Fig. 1: PDN straps and rails
Scale: 4 px per um. Pins as bars on the die edge.
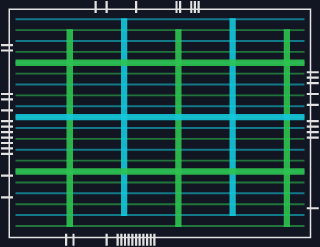
Fig. 2: cell classes on the final placement
Scale: 4 px per um. Fill, decap, tap and diode cells in gray.
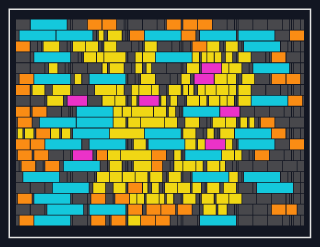
Fig. 3: clock distribution
Scale: 8 px per um.
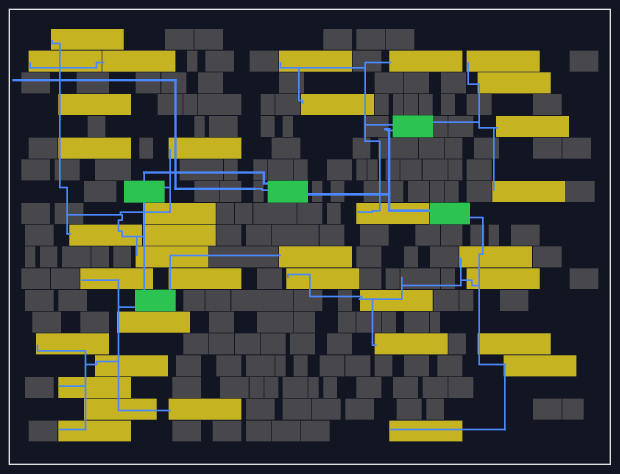
Fig. 4: routed metal, one color a layer
Scale: 4 px per um. Only two layers are drawn.
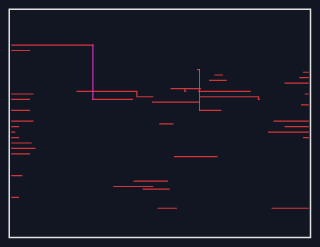
==> config.mk <==
export PLATFORM = sky130hd
export DESIGN_NAME = hazard_fwd_ctrl_flat
export DESIGN_NICKNAME = d
export VERILOG_FILES = /design/src/rtl/cpu_pkg.sv /design/src/rtl/hazard_fwd_ctrl_if.sv /design/src/rtl/hazard_fwd_ctrl_fwd_sel.sv /design/src/rtl/hazard_fwd_ctrl.sv /design/src/flat_wrapper.sv
export SDC_FILE = /design/constraint.sdc
export NUM_CORES = 1
export LEC_CHECK = 0
export CORE_ASPECT_RATIO = 0.75
export CORE_UTILIZATION = 47
export CTS_CLUSTER_SIZE = 16
export DETAILED_ROUTE_END_ITERATION = 10
export PLACE_DENSITY_LB_ADDON = 0.08
export SETUP_SLACK_MARGIN = 0.4
export SYNTH_ARGS = -nofsm -noshare
export SYNTH_HDL_FRONTEND = slang
export SYNTH_SLANG_ARGS = --single-unit
==> constraint.sdc <==
create_clock -name clk -period 7.6 [get_ports clk]
set_input_delay 2.28 -clock clk [delete_from_list [all_inputs] [get_ports clk]]
set_output_delay 2.28 -clock clk [all_outputs]
set_load 0.02 [all_outputs]
==> deck_impl_summary.md <==
Synthesis and Place & Route Summary

Run status
  – Outcome: completed

Place
  – Buffers added on ports: 45
  – Number of placed cells counting well taps: 263

Routing
  – Iteration-0 DRC count of the detailed router: 137
  – Number of nets still failing antenna checks after routing: 0
  – WL met2: 1.90 mm

Worst setup path
  – Largest fanout of any net on the critical path: 19
  – Critical path startpoint category: primary input

Final layout
  – Clock network area share: 0.0384
  – Layout overhead on the synthesized area: 33.6%
  – Number of clock buffers in the layout: 7
  – Max FFs per register: 16
  – Ant. Diodes: 0
  – Most frequent logic cells in the routed design: sky130_fd_sc_hd__clkdlybuf4s50_1 (45), sky130_fd_sc_hd__dfrtp_1 (36), sky130_fd_sc_hd__xor2_1 (27), sky130_fd_sc_hd__xnor2_1 (16), sky130_fd_sc_hd__a21oi_1 (11)
  – Area share of buffers outside the clock network: 0.189

Worst hold path
  – Min-Delay Path Class: register to register

Synth
  – Share of the yosys chip area belonging to registers: 0.480
  – Average cell area after synthesis: ~11 um2
  – Number of register bits inferred by synthesis: 36
  – Tally of yosys warning messages: 0
  – Cells in synth_stat.txt: between 150 and 200
  – Area share of the largest cell type after synthesis: 0.480
  – Most numerous cell types in the synthesized netlist: sky130_fd_sc_hd__dfrtp_1 (36), sky130_fd_sc_hd__xor2_1 (27), sky130_fd_sc_hd__xnor2_1 (16)

Clocking
  – Clock edge transition at the registers on the reported setup and hold paths: around 0.07 ns
  – Num CTS Buffers: 5

Run
  – Log Warnings: 26

STA
  – Share of the clock period used by the worst path after layout: 0.923
  – Unrepaired setup endpoints after global routing: no
  – Final setup slack of the worst path: 0.586 ns

Global route
  – Vias in the first global route: 1471
Back to the opening pictures, Fig. 1:
Cyan stands for VDD. Green stands for VSS.
46 signal pins sit on the boundary. 20 met1 rails follow the rows.
placeable core area: 3730 um2
peak ir drop on the vdd network: 0.132 mV
width of the chip: 74.9 um
die height: 56.7 um

Back to the opening pictures, Fig. 2:
Orange stands for other buffers and delay cells, cells 48, share of their area 19%. Yellow stands for combinational and other logic, cells 127, share of their area 40%. Magenta stands for clock drivers and dummy loads, cells 7, share of their area 3.9%. Cyan stands for flops, cells 36, share of their area 37%.
num rows: 19
final instance area: 2510 um2

Back to the opening pictures, Fig. 3:
Green stands for clock drivers, count 5. Yellow stands for flip-flops, count 36. Blue stands for clock wires, length 430 um.
There are 6 routed clock nets. Position of the flops: all over the die.
latest clock arrival within the worst-skew pair: 0.28 ns
Power Clock: 0.000144 W

Back to the opening pictures, Fig. 4:
Red stands for metal 3, wire length 245 um. Magenta stands for metal 4, wire length 23.8 um.
total number of vias: 1495
routed length per placed instance: 16.0 um
total detailed-routing wirelength: 4.33 mm

[power by group]
group	total [W]	internal (W)	leakage, nW	switching [W]
Sequential	0.000211	0.000201	0.447	0.0000104
Clock	0.000144	0.0000807	0.0503	0.0000631
Combinational	0.0000617	0.0000315	0.576	0.0000303
[worst max-delay path, cell delays in order]
cell and delay, ns:
sky130_fd_sc_hd__clkdlybuf4s50_1 0.50, sky130_fd_sc_hd__xor2_1 0.21, sky130_fd_sc_hd__nor4_4 0.33, sky130_fd_sc_hd__nand4b_4 0.32, sky130_fd_sc_hd__a21oi_4 0.31, sky130_fd_sc_hd__buf_4 0.17, sky130_fd_sc_hd__clkdlybuf4s50_1 0.60
Power figures rest on the tool's default switching activity, not on a simulated workload.
